### config.mk
export PLATFORM = sky130hd
export DESIGN_NAME = nb_instr_fetch_flat
export DESIGN_NICKNAME = d
export VERILOG_FILES = /design/src/rtl/nb_isa_pkg.sv /design/src/rtl/nb_instr_fetch_if.sv /design/src/rtl/nb_instr_fetch.sv /design/src/flat_wrapper.sv
export SDC_FILE = /design/constraint.sdc
export NUM_CORES = 1
export LEC_CHECK = 0
export CORE_ASPECT_RATIO = 1.1
export CORE_UTILIZATION = 44
export CTS_CLUSTER_SIZE = 12
export DETAILED_ROUTE_END_ITERATION = 7
export GPL_TIMING_DRIVEN = 0
export PLACE_DENSITY = 0.85
export SYNTH_ARGS = -nofsm -noshare
export SYNTH_HDL_FRONTEND = slang
export SYNTH_SLANG_ARGS = --single-unit
### constraint.sdc
create_clock -name clk -period 1.7 [get_ports clk]
set_input_delay 0.51 -clock clk [delete_from_list [all_inputs] [get_ports clk]]
set_output_delay 0.51 -clock clk [all_outputs]
set_load 0.1 [all_outputs]
### src/rtl/nb_isa_pkg.sv
// Nibble CPU ISA constants, opcode length decode and fetch FSM state type.
// Shared by the fetch unit, its bus interface and the testbench.
package nb_isa_pkg;

  localparam int unsigned ADDR_W = 5;
  localparam int unsigned DATA_W = 8;
  localparam int unsigned OP_W   = 4;

  typedef logic [OP_W-1:0] opcode_t;

  localparam opcode_t OP_NOP  = 4'h0;
  localparam opcode_t OP_HALT = 4'h1;
  localparam opcode_t OP_LDI  = 4'h3;
  localparam opcode_t OP_OP4  = 4'h4;
  localparam opcode_t OP_OP5  = 4'h5;

  typedef enum logic [1:0] {
    FETCH0,
    FETCH1,
    PRESENT,
    HALT
  } fetch_state_e;

  // True for opcodes that carry an immediate byte after byte0.
  function automatic logic is_two_byte(input opcode_t op);
    return (op == OP_LDI) || (op == OP_OP4) || (op == OP_OP5);
  endfunction

endpackage

### src/rtl/nb_instr_fetch_if.sv
// Bus bundle between the fetch unit, the instruction memory and the execute stage.
// fetch modport: drives imem_addr and the decoded-instruction outputs;
//   receives imem_data, instr_ready and the jump redirect.
// env modport: the memory/execute side, the mirror image.
interface nb_instr_fetch_if;
  import nb_isa_pkg::*;

  logic [ADDR_W-1:0] imem_addr;
  logic [DATA_W-1:0] imem_data;
  logic              instr_valid;
  logic              instr_ready;
  logic [OP_W-1:0]   opcode;
  logic [OP_W-1:0]   operand;
  logic [DATA_W-1:0] imm;
  logic              two_byte;
  logic [ADDR_W-1:0] instr_pc;
  logic              jump_en;
  logic [ADDR_W-1:0] jump_addr;
  logic              halted;

  modport fetch (
    output imem_addr, instr_valid, opcode, operand, imm, two_byte, instr_pc, halted,
    input  imem_data, instr_ready, jump_en, jump_addr
  );

  modport env (
    input  imem_addr, instr_valid, opcode, operand, imm, two_byte, instr_pc, halted,
    output imem_data, instr_ready, jump_en, jump_addr
  );

endinterface

### src/rtl/nb_instr_fetch.sv
// Instruction fetch and pre-decode for the nibble CPU.
// Reads one or two bytes from a combinational instruction memory, presents the
// decoded instruction over valid/ready, and stops after HALT is accepted.
// Ports: clk, rst_n (synchronous, active-low), bus (fetch modport):
//   imem_addr/imem_data memory read, instr_* execute handshake,
//   jump_en/jump_addr redirect, halted status.
module nb_instr_fetch
  import nb_isa_pkg::*;
#(
  parameter logic [ADDR_W-1:0] RESET_PC = '0
) (
  input  logic              clk,
  input  logic              rst_n,
  nb_instr_fetch_if.fetch   bus
);

  fetch_state_e      state_q, state_d;
  logic [ADDR_W-1:0] pc_q, pc_d;
  logic [ADDR_W-1:0] instr_pc_q, instr_pc_d;
  opcode_t           opcode_q, opcode_d;
  logic [OP_W-1:0]   operand_q, operand_d;
  logic [DATA_W-1:0] imm_q, imm_d;
  logic              two_byte_q, two_byte_d;
  logic              valid_q, valid_d;
  logic              halted_q, halted_d;

  // State and output registers.
  always_ff @(posedge clk) begin
    if (!rst_n) begin
      state_q    <= FETCH0;
      pc_q       <= RESET_PC;
      instr_pc_q <= '0;
      opcode_q   <= '0;
      operand_q  <= '0;
      imm_q      <= '0;
      two_byte_q <= 1'b0;
      valid_q    <= 1'b0;
      halted_q   <= 1'b0;
    end else begin
      state_q    <= state_d;
      pc_q       <= pc_d;
      instr_pc_q <= instr_pc_d;
      opcode_q   <= opcode_d;
      operand_q  <= operand_d;
      imm_q      <= imm_d;
      two_byte_q <= two_byte_d;
      valid_q    <= valid_d;
      halted_q   <= halted_d;
    end
  end

  // Next-state and next-output logic; a jump overrides every state.
  always_comb begin
    state_d    = state_q;
    pc_d       = pc_q;
    instr_pc_d = instr_pc_q;
    opcode_d   = opcode_q;
    operand_d  = operand_q;
    imm_d      = imm_q;
    two_byte_d = two_byte_q;
    valid_d    = valid_q;
    halted_d   = halted_q;

    if (bus.jump_en) begin
      // Drops any partial or unaccepted instruction.
      state_d  = FETCH0;
      pc_d     = bus.jump_addr;
      valid_d  = 1'b0;
      halted_d = 1'b0;
    end else begin
      unique case (state_q)
        FETCH0: begin
          opcode_d   = bus.imem_data[DATA_W-1:OP_W];
          operand_d  = bus.imem_data[OP_W-1:0];
          instr_pc_d = pc_q;
          pc_d       = pc_q + ADDR_W'(1);
          imm_d      = '0;
          two_byte_d = is_two_byte(bus.imem_data[DATA_W-1:OP_W]);
          if (two_byte_d) begin
            state_d = FETCH1;
          end else begin
            state_d = PRESENT;
            valid_d = 1'b1;
          end
        end
        FETCH1: begin
          imm_d   = bus.imem_data;
          pc_d    = pc_q + ADDR_W'(1);
          state_d = PRESENT;
          valid_d = 1'b1;
        end
        PRESENT: begin
          if (bus.instr_ready) begin
            valid_d = 1'b0;
            if (opcode_q == OP_HALT) begin
              state_d  = HALT;
              halted_d = 1'b1;
            end else begin
              state_d = FETCH0;
            end
          end
        end
        HALT: begin
          state_d = HALT;
        end
        default: state_d = FETCH0;
      endcase
    end
  end

  // imem_addr is the PC register itself, so the memory read has no input-to-output path.
  assign bus.imem_addr   = pc_q;
  assign bus.instr_valid = valid_q;
  assign bus.opcode      = opcode_q;
  assign bus.operand     = operand_q;
  assign bus.imm         = imm_q;
  assign bus.two_byte    = two_byte_q;
  assign bus.instr_pc    = instr_pc_q;
  assign bus.halted      = halted_q;

endmodule

### src/flat_wrapper.sv
// flat-port wrapper written by rule: the top's interface ports become plain ports
module nb_instr_fetch_flat import nb_isa_pkg::*;
#(
  parameter logic [ADDR_W-1:0] RESET_PC = '0
)
  (clk, rst_n, bus_imem_addr, bus_instr_valid, bus_opcode, bus_operand, bus_imm, bus_two_byte, bus_instr_pc, bus_halted, bus_imem_data, bus_instr_ready, bus_jump_en, bus_jump_addr);
  nb_instr_fetch_if bus_i ();
  input  logic clk;
  input  logic rst_n;
  output wire logic [$bits(bus_i.imem_addr)-1:0] bus_imem_addr;
  output wire logic [$bits(bus_i.instr_valid)-1:0] bus_instr_valid;
  output wire logic [$bits(bus_i.opcode)-1:0] bus_opcode;
  output wire logic [$bits(bus_i.operand)-1:0] bus_operand;
  output wire logic [$bits(bus_i.imm)-1:0] bus_imm;
  output wire logic [$bits(bus_i.two_byte)-1:0] bus_two_byte;
  output wire logic [$bits(bus_i.instr_pc)-1:0] bus_instr_pc;
  output wire logic [$bits(bus_i.halted)-1:0] bus_halted;
  input wire logic [$bits(bus_i.imem_data)-1:0] bus_imem_data;
  input wire logic [$bits(bus_i.instr_ready)-1:0] bus_instr_ready;
  input wire logic [$bits(bus_i.jump_en)-1:0] bus_jump_en;
  input wire logic [$bits(bus_i.jump_addr)-1:0] bus_jump_addr;
  assign bus_imem_addr = bus_i.imem_addr;
  assign bus_instr_valid = bus_i.instr_valid;
  assign bus_opcode = bus_i.opcode;
  assign bus_operand = bus_i.operand;
  assign bus_imm = bus_i.imm;
  assign bus_two_byte = bus_i.two_byte;
  assign bus_instr_pc = bus_i.instr_pc;
  assign bus_halted = bus_i.halted;
  assign bus_i.imem_data = bus_imem_data;
  assign bus_i.instr_ready = bus_instr_ready;
  assign bus_i.jump_en = bus_jump_en;
  assign bus_i.jump_addr = bus_jump_addr;
  nb_instr_fetch #(.RESET_PC(RESET_PC)) u_core (.clk(clk), .rst_n(rst_n), .bus(bus_i));
endmodule
==> impl_metrics.ini, run 1 <==
; generated from flow reports
[outcome]
status = completed

[cells_and_area]
final_area_mm2 = 0.00175
area_delta_synth_final_pct = 31.5
post-route-util = 0.619
antenna_cells = 0
stdcell_count = 235
drive_gt1_frac = 0.238

[critical_path]
critPathRequiredTime_ps = 1190
r2r_end = u_core.bus.imem_addr[1]
setup.worst_path.end = bus_imem_addr[1]
crit_type = register to output port
cp.depth = 1
worstSetupEndpointType = output port
cp_top_family = buffers and inverters
reg2reg_setup_slack_ps = 400
rr_worst_depth = 5
critPathMaxFanout = 5
slowest_delay_ps = 440

[logic_synthesis]
yosys.area_share.aoi = 0.235
ys_cells = 150
yosysWarnings = 0
syn_area_mm2 = 0.00133
topCellsByArea = dfxtp_1, a21boi_1, nand2_1, nor2b_1, o21a_1
ys_ff = 31
yosys-stat-area_mm2 = 0.00133
ys_seq_share = 0.466
top_cell_area_share = 0.466
ys_types = 36
synth.logic.top_family = AND-OR/OR-AND gates

[min_path]
hp-class = register to register
min-delay-start = u_core.bus.instr_pc[4]
hold-path-endpoint = u_core.bus.instr_pc[4]

[clocking]
cts_resized = 147
hold_buffers = 0
cts_htree_levels = 2
cts.sinks = 31
clkTransAtPathRegs_ps = 90
clockBufferDepth = 2
cts_setup_buffers = 0
cts_tree = built

[placement]
place_inst = 227
place_hpwl_um = 2500
preCtsSetupSlack_ps = -398
io_buffers = 44

[power]
ir_worst_vdd_uv = 713
finalPower_w = 0.00171

[final_timing]
finalSetupTns_ps = 0
post-route-period-util = 0.978
max_freq_ghz = 0.601
maxSlewHeadroom = 0.677
post-route-min-period_ps = 1660

[routing]
ant_nets = 0
drc = 0

[grt]
grt_max_degree = 11
grt_use_total = 0.223
grt_overflow = 0
grt_pass1_wl_um = 5200
antenna_found_initial = 0

[floorplan]
die_w_um = 54.5
fp_util = 0.471
dieArea_mm2 = 0.00325
ios = 46

[job]
drv_cap = 0
==> run 1: power breakdown <==
part | internal (W) | switching, W
Combinational | 0.000111 | 0.000324
Sequential | 0.000760 | 0.0000293
Clock | 0.000243 | 0.000245
Total | 0.00111 | 0.000598
==> run 1: routing by layer <==
metal / vias up / GRT usage / routed length, um / part of all wire
li1: 626 / - / - / -
met3: 4 / 0.0585 / 263 / 0.080
met1: 610 / 0.255 / 1370 / 0.41
met5: - / 0 / 0 / 0
met2: 57 / 0.390 / 1650 / 0.50
met4: 0 / 0.0769 / 17 / 0.0051
==> run 1: cells in the mapped netlist (all sizes together) <==
cell and instances:
a32o 1, nor4b 1, a21boi 17, inv 2
nor3 1, nand3 4, xor2 3, a21oi 5
xnor2 1, ha 1, and3 1, nand4b 2
o221ai 1, nand2 30, or3 1, a31oi 4
buf 6, nor2 2, and4b 1, a31o 2
nand2b 1, o31ai 1, nand4 1, o21ai 9
mux2i 1, clkbuf 4, nand3b 1, nor2b 6
a2bb2oi 1, nor3b 1, dfxtp 31, o21a 5
and2 2
==> run 1: layout make-up <==
type / count / area, um^2
fill: 269 / 1080
sequential: 31 / 624
tap: 33 / 41.3
clock buffer: 8 / 68.8
timing repair buffer: 44 / 305
inverter: 2 / 7.51
buffer: 10 / 50.0
multi-input combinational: 107 / 654
==> run 1: cell usage in the layout, fill, tap and decap left out, types with 2 or more instances in the layout <==
cell and instances:
inv_1 2, clkbuf_8 2, clkbuf_1 5, o21ai_0 6, dfxtp_2 3, a31oi_1 4
a31o_1 2, xor2_1 3, a21oi_1 5, clkdlybuf4s50_1 15, and2_1 2, a21boi_1 17
nand4b_1 2, buf_4 4, buf_2 29, nand3_1 4, o21ai_1 3, nand2_1 30
nor2b_1 6, dfxtp_1 28, o21a_1 5, clkbuf_4 7
run_1/layer_met3.png
Bar = 20 um.
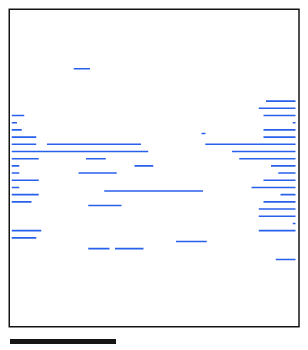
longest straight run	25.5 um
main direction	horizontal
nets with wire on the layer	40
wire length on this layer	264 um
share of all routed wire	8.0%
Routed WL: 3300 um
grt met3 use: 0.0585
Via Count: 1,297

run_1/clk_routes.png
Bar = 20 um.
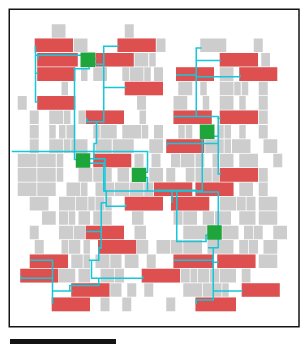
[clock wires] cyan | length: 369 um
[clock drivers] green | count: 5
[flip-flops] red | count: 31
routed clock nets	6
flops lie	spread over the die
Clock power frac: 0.285
Power Clock: 0.000489 W
clk_lat worst skew: 330 ps

run_1/flops_by_reg.png
Other sequential cells in the stronger grey, the rest of the logic in the fainter grey.
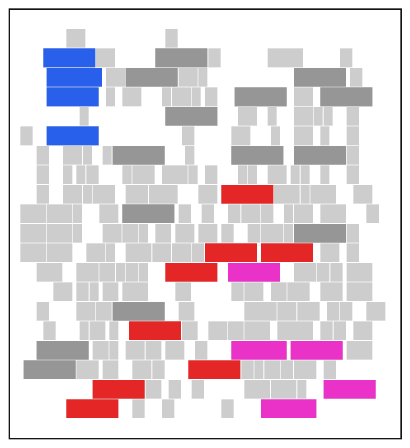
name in the netlist	colour	sequential cells
`u_core.bus.imm`	red	8
`u_core.bus.opcode`	blue	4
`u_core.bus.imem_addr`	magenta	5
not coloured	14
sequential fraction of total cell area: 0.356
total sequential power: 0.000789 W

==> run 1 -> run 2 <==
--- a/config.mk
+++ b/config.mk
@@ -10,6 +10,7 @@
 export CTS_CLUSTER_SIZE = 12
 export DETAILED_ROUTE_END_ITERATION = 7
 export GPL_TIMING_DRIVEN = 0
+export HOLD_SLACK_MARGIN = 0.08
 export PLACE_DENSITY = 0.85
 export SYNTH_ARGS = -nofsm -noshare
 export SYNTH_HDL_FRONTEND = slang
run_2/clk_routes.png
Bar = 20 um.
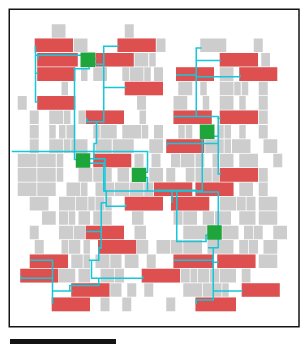
[flip-flops] red | count: 31
[clock wires] cyan | length: 369 um
[clock drivers] green | count: 5
flops lie	spread over the die
routed clock nets	6
skew final: 9.35 ps

run_2/flops_by_reg.png
Other sequential cells in the stronger grey, the rest of the logic in the fainter grey.
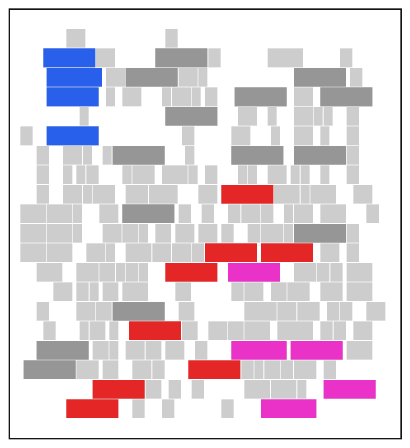
name in the netlist	colour	sequential cells
`u_core.bus.imem_addr`	magenta	5
`u_core.bus.opcode`	blue	4
`u_core.bus.imm`	red	8
Sequential cell area: 624 um^2
final core occ: 0.619

==> impl_metrics.ini, run 2 <==
; generated from flow reports
[final_timing]
post-route-period-util = 0.978
max_freq_ghz = 0.601
maxSlewHeadroom = 0.677
tightest_slew_ps = 478
finalSetupTns_ps = 0
post-route-min-period_ps = 1660

[logic_synthesis]
async_reset_ff_frac = 0
ys_top_cells_by_count = dfxtp_1, nand2_1, a21boi_1
yosys-stat-area_mm2 = 0.00133
ys_seq_share = 0.466
syn_area_mm2 = 0.00133
edf_count = 0
flop_cell = dfxtp_1
ys_cells = 150
topCellsByArea = dfxtp_1, a21boi_1, nand2_1, nor2b_1, o21a_1
ys_types = 36
syn_nets = 168
ys_ff = 31
most_common_cell = dfxtp_1
yosysWarnings = 0
syn_area_per_cell_um2 = 8.88
top_cell_area_share = 0.466

[floorplan]
die_w_um = 54.5
num_rows = 20
fp_util = 0.471
ios = 46
dieArea_mm2 = 0.00325

[cells_and_area]
layout_top_cell = nand2_1
stdcell_count = 235
drive_gt1_frac = 0.238
area_delta_synth_final_pct = 31.5
antenna_cells = 0
final_cell_mix = nand2_1, buf_2, dfxtp_1, a21boi_1, clkdlybuf4s50_1
final_area_mm2 = 0.00175
fin_nets = 219

[power]
power.share.sequential = 0.461
leakage_nw = 0.749
pwr-share-comb = 0.254
ir_worst_vdd_uv = 713
netSwitchingFraction = 0.349
intPower_w = 0.00111
p_clk_frac = 0.285
power_density_mw_per_mm2 = 978
p_switching_w = 0.000598

[routing]
finalWirelength_um = 3300
wl_met1_um = 1370
top_layer_used = met4
vias = 1297
wl_met3_um = 263
dr_wl_met2_um = 1650
ant_nets = 0
drc = 0

[grt]
grt_use_total = 0.223
use_met1 = 0.255
grt_pass1_wl_um = 5200
busiest_layer = met2
grt_overflow = 0
antenna_found_initial = 0
met3_usage = 0.0585
use_met2 = 0.390
grt_max_degree = 11

[critical_path]
crit_type = register to output port
r2r_end = u_core.bus.imem_addr[1]
critPathLaunchType = register
cp.arrival_ps = 1150
slowest_stage = buf_2
slowest_delay_ps = 440
worstSetupEndpointType = output port
cp_top_family = buffers and inverters
rr_worst_depth = 5
reg2reg_setup_slack_ps = 400
cp.depth = 1
critPathMaxFanout = 5
critPathRequiredTime_ps = 1190
crit_start = u_core.bus.imem_addr[1]
setup.worst_path.end = bus_imem_addr[1]

[clocking]
clock_latency_ps = 330
cts_htree_levels = 2
clkTransAtPathRegs_ps = 90
clockBufferDepth = 2
cts_tree = built
cts.sinks = 31

[min_path]
min-delay-start = u_core.bus.instr_pc[4]
whs_path_depth = 2
hold-path-endpoint = u_core.bus.instr_pc[4]
hp-class = register to register

[placement]
place_hpwl_um = 2500
place_congestion = 0.866
preCtsSetupSlack_ps = -398
place_inst = 227
io_buffers = 44

[outcome]
status = completed

[job]
drv_cap = 0
## run 2: cell counts in the layout (fill, tap and decap cells not counted)
Identical to the previous run, type by type.
## run 2: kinds of logic (layout without fill, tap and decap cells)
logic type      after synthesis  after routing  share of synthesized area
xor+xnor                      4              4                     0.0263
buf+inv                      12             64                     0.0432
simple gates                 55             55                      0.213
mux                           1              1                    0.00751
compound gates               46             46                      0.235
fa+ha+maj                     1              1                    0.00939
flops                        31             31                      0.466
## run 2: final cells by class
class,count,area [um^2]
inverters,2,7.51
clock buffers,8,68.8
plain buffers,10,50.0
repair buffers,44,305
flip-flops and latches,31,624
multi-input cells,107,654
well taps,33,41.3
fillers,269,1080
## run 2: power by group through the flow
stage | combinational [W] | clock (W) | sequential [W]
final | 0.000435 | 0.000489 | 0.000789
after global routing | 0.000456 | 0.000521 | 0.000794
after CTS | 0.000434 | 0.000496 | 0.000789
after detailed placement | 0.000458 | 0 | 0.000807
after global placement | 0.000452 | 0 | 0.000805
after floorplan | 0.000112 | 0 | 0.00102
## run 2: per-stage QoR
| stage | utilization | total power (W) | hold WS, ps |
|---|---|---|---|
| after global routing | 0.619 | 0.00177 | 480 |
| after global placement | 0.643 | 0.00126 | 443 |
| after floorplan | - | 0.00113 | 556 |
| after CTS | 0.618 | 0.00172 | 458 |
| after detailed placement | 0.643 | 0.00126 | 448 |
| final | 0.619 | 0.00171 | 452 |
## run 2: what timing repair did
| item | 4_1_cts | 5_1_grt |
|---|---|---|
| endpoints found under the setup margin | 29 | 2 |
| gates cloned | 0 | 0 |
| hold endpoints to repair | 0 | 0 |
| resized | 147 | 2 |
| setup buffers | 0 | 0 |
| hold buffers | 0 | 0 |
run_2/layer_met3.png
Bar = 20 um.
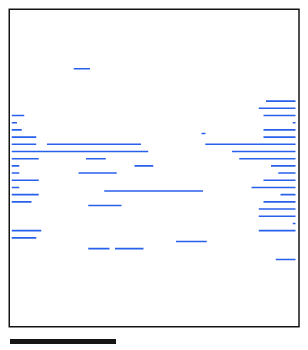

==> run 2 -> run 3 <==
--- a/config.mk
+++ b/config.mk
@@ -5,6 +5,7 @@
 export SDC_FILE = /design/constraint.sdc
 export NUM_CORES = 1
 export LEC_CHECK = 0
+export ABC_AREA = 0
 export CORE_ASPECT_RATIO = 1.1
 export CORE_UTILIZATION = 44
 export CTS_CLUSTER_SIZE = 12
==> constraint.sdc (replaced) <==
create_clock -name clk -period 1.6 [get_ports clk]
set_input_delay 0.48 -clock clk [delete_from_list [all_inputs] [get_ports clk]]
set_output_delay 0.48 -clock clk [all_outputs]
set_load 0.1 [all_outputs]
run_3/layer_met3.png
Bar = 20 um.
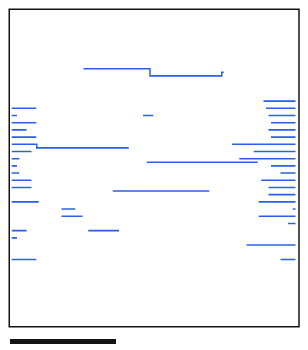
nets with wire on the layer	41
wire length on this layer	253 um
grt met3 use: 0.0687
Routed WL: 3220 um
Via Count: 1,264

==> impl_metrics.ini, run 3 <==
; generated from flow reports
[outcome]
status = completed

[power]
pwr-share-comb = 0.243
finalPower_w = 0.00195
p_clk_frac = 0.325
intPower_w = 0.00131
netSwitchingFraction = 0.328
power_density_mw_per_mm2 = 1060
power.share.sequential = 0.432
p_switching_w = 0.000638
leakage_nw = 0.753
ir_worst_vdd_uv = 849

[logic_synthesis]
flop_cell = dfxtp_1
ys_ff = 31
edf_count = 0
syn_nets = 168
async_reset_ff_frac = 0
syn_area_mm2 = 0.00133
topCellsByArea = dfxtp_1, a21boi_1, nand2_1, nor2b_1, o21a_1
most_common_cell = dfxtp_1
yosys-stat-area_mm2 = 0.00133
syn_area_per_cell_um2 = 8.88
ys_types = 36
ys_cells = 150
ys_seq_share = 0.466
top_cell_area_share = 0.466
yosysWarnings = 0
ys_top_cells_by_count = dfxtp_1, nand2_1, a21boi_1

[floorplan]
die_w_um = 54.5
ios = 46
dieArea_mm2 = 0.00325
fp_util = 0.471
core_mm2 = 0.00283

[clocking]
cts_tree = built
clockBufferDepth = 2
ctsRootBufferMaster = clkbuf_4
cts_resized = 157
clkTransAtPathRegs_ps = 90
cts_htree_levels = 2
hold_buffers = 0
clock_latency_ps = 330
cts.sinks = 31
cts_setup_buffers = 0

[critical_path]
critPathMaxFanout = 2
setup.worst_path.end = bus_instr_pc[3]
cp.arrival_ps = 1080
cp_top_family = buffers and inverters
cp_num_buf_inv = 1
crit_start = u_core.bus.instr_pc[3]
critPathLaunchType = register
slowest_stage = buf_2
slowest_delay_ps = 420
crit_type = register to output port
rr_worst_depth = 3
r2r_end = u_core.bus.halted
cp.depth = 1
worstSetupEndpointType = output port
reg2reg_setup_slack_ps = 240
critPathRequiredTime_ps = 1120

[grt]
grt_use_total = 0.219
antenna_found_initial = 0
use_met1 = 0.233
use_met2 = 0.401
grt_max_degree = 11
grt_overflow = 0
grt_pass1_wl_um = 5060
busiest_layer = met2

[min_path]
hp-class = register to register
whs_path_depth = 2
min-delay-start = u_core.bus.instr_pc[3]
hold-path-endpoint = u_core.bus.instr_pc[3]

[final_timing]
maxSlewHeadroom = 0.601
whs_ps = 458
post-route-min-period_ps = 1560
hold_viol = 0
max_freq_ghz = 0.640
tightest_slew_ps = 590
finalSetupTns_ps = 0
skew_ps = 2.29
post-route-period-util = 0.977
rsz0062_at_grt = false

[placement]
place_hpwl_um = 2490
place_congestion = 0.837
io_buffers = 44

[cells_and_area]
fin_nets = 219
final_cell_mix = nand2_1, dfxtp_1, clkbuf_4, a21boi_1, clkdlybuf4s50_1
fill_cells = 255
area_delta_synth_final_pct = 37.9
largest_reg_flops = 8
antenna_cells = 0
drive_gt1_frac = 0.262
final_area_mm2 = 0.00184
layout_top_cell = nand2_1

[routing]
wire_per_inst_um = 13.7
ant_nets = 0
drt_iter0_drc = 40
drc = 0

[job]
drv_cap = 0
warning_count = 27
run_3/placement.png
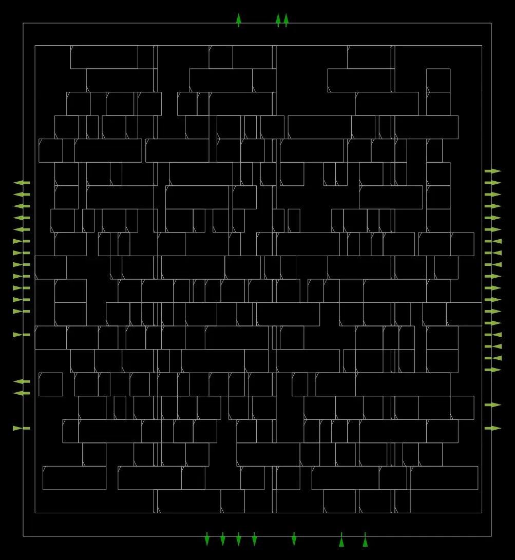
Tapcells: 33
final core occ: 0.650
num rows: 20

[run 3: cell counts after synthesis]
No cell type changed its count.
[run 3: area by class of cell]
type | instances | area, um^2 | area share
buffer | 10 | 50.0 | 0.0272
multi-input combinational | 107 | 654 | 0.356
timing repair buffer | 44 | 369 | 0.201
clock inverter | 2 | 35.0 | 0.0191
clock buffer | 6 | 51.3 | 0.0279
sequential | 31 | 629 | 0.342
inverter | 2 | 7.51 | 0.00408
tap | 33 | 41.3 | 0.0225
[run 3: through the flow]
stage,setup slack (ps),utilization,instances
6_report,36.3,0.650,235
5_1_grt,3.79,0.650,235
4_1_cts,2.01,0.635,235
3_5_place_dp,-467,0.644,227
3_3_place_gp,-435,0.644,227
2_1_floorplan,-2.55,-,150
[run 3: cells by family (layout without fill, tap and decap cells)]
kind of cell / count (synthesis) / count (layout) / synth area share
muxes: 1 / 1 / 0.00751
adders and majority gates: 1 / 1 / 0.00939
and+or+nand+nor: 55 / 55 / 0.213
DFF: 31 / 31 / 0.466
AOI/OAI and AO/OA: 46 / 46 / 0.235
xor gates and xnor gates: 4 / 4 / 0.0263
buffers and inverters: 12 / 64 / 0.0432
[run 3: layer usage]
layer / part of all wire / vias to the layer above
met2: 0.50 / 50
li1: - / 625
met4: 0.0075 / 0
met5: 0 / -
met3: 0.078 / 3
met1: 0.41 / 586
[run 3: power by group through the flow]
stage          Combinational, W  Sequential (W)  Clock [W]
2_1_floorplan          0.000118         0.00109          0
3_3_place_gp           0.000480        0.000856          0
3_5_place_dp           0.000485        0.000858          0
4_1_cts                0.000468        0.000840   0.000649
5_1_grt                0.000498        0.000846   0.000685
6_report               0.000473        0.000841   0.000634
Power and IR drop assume default switching activity.
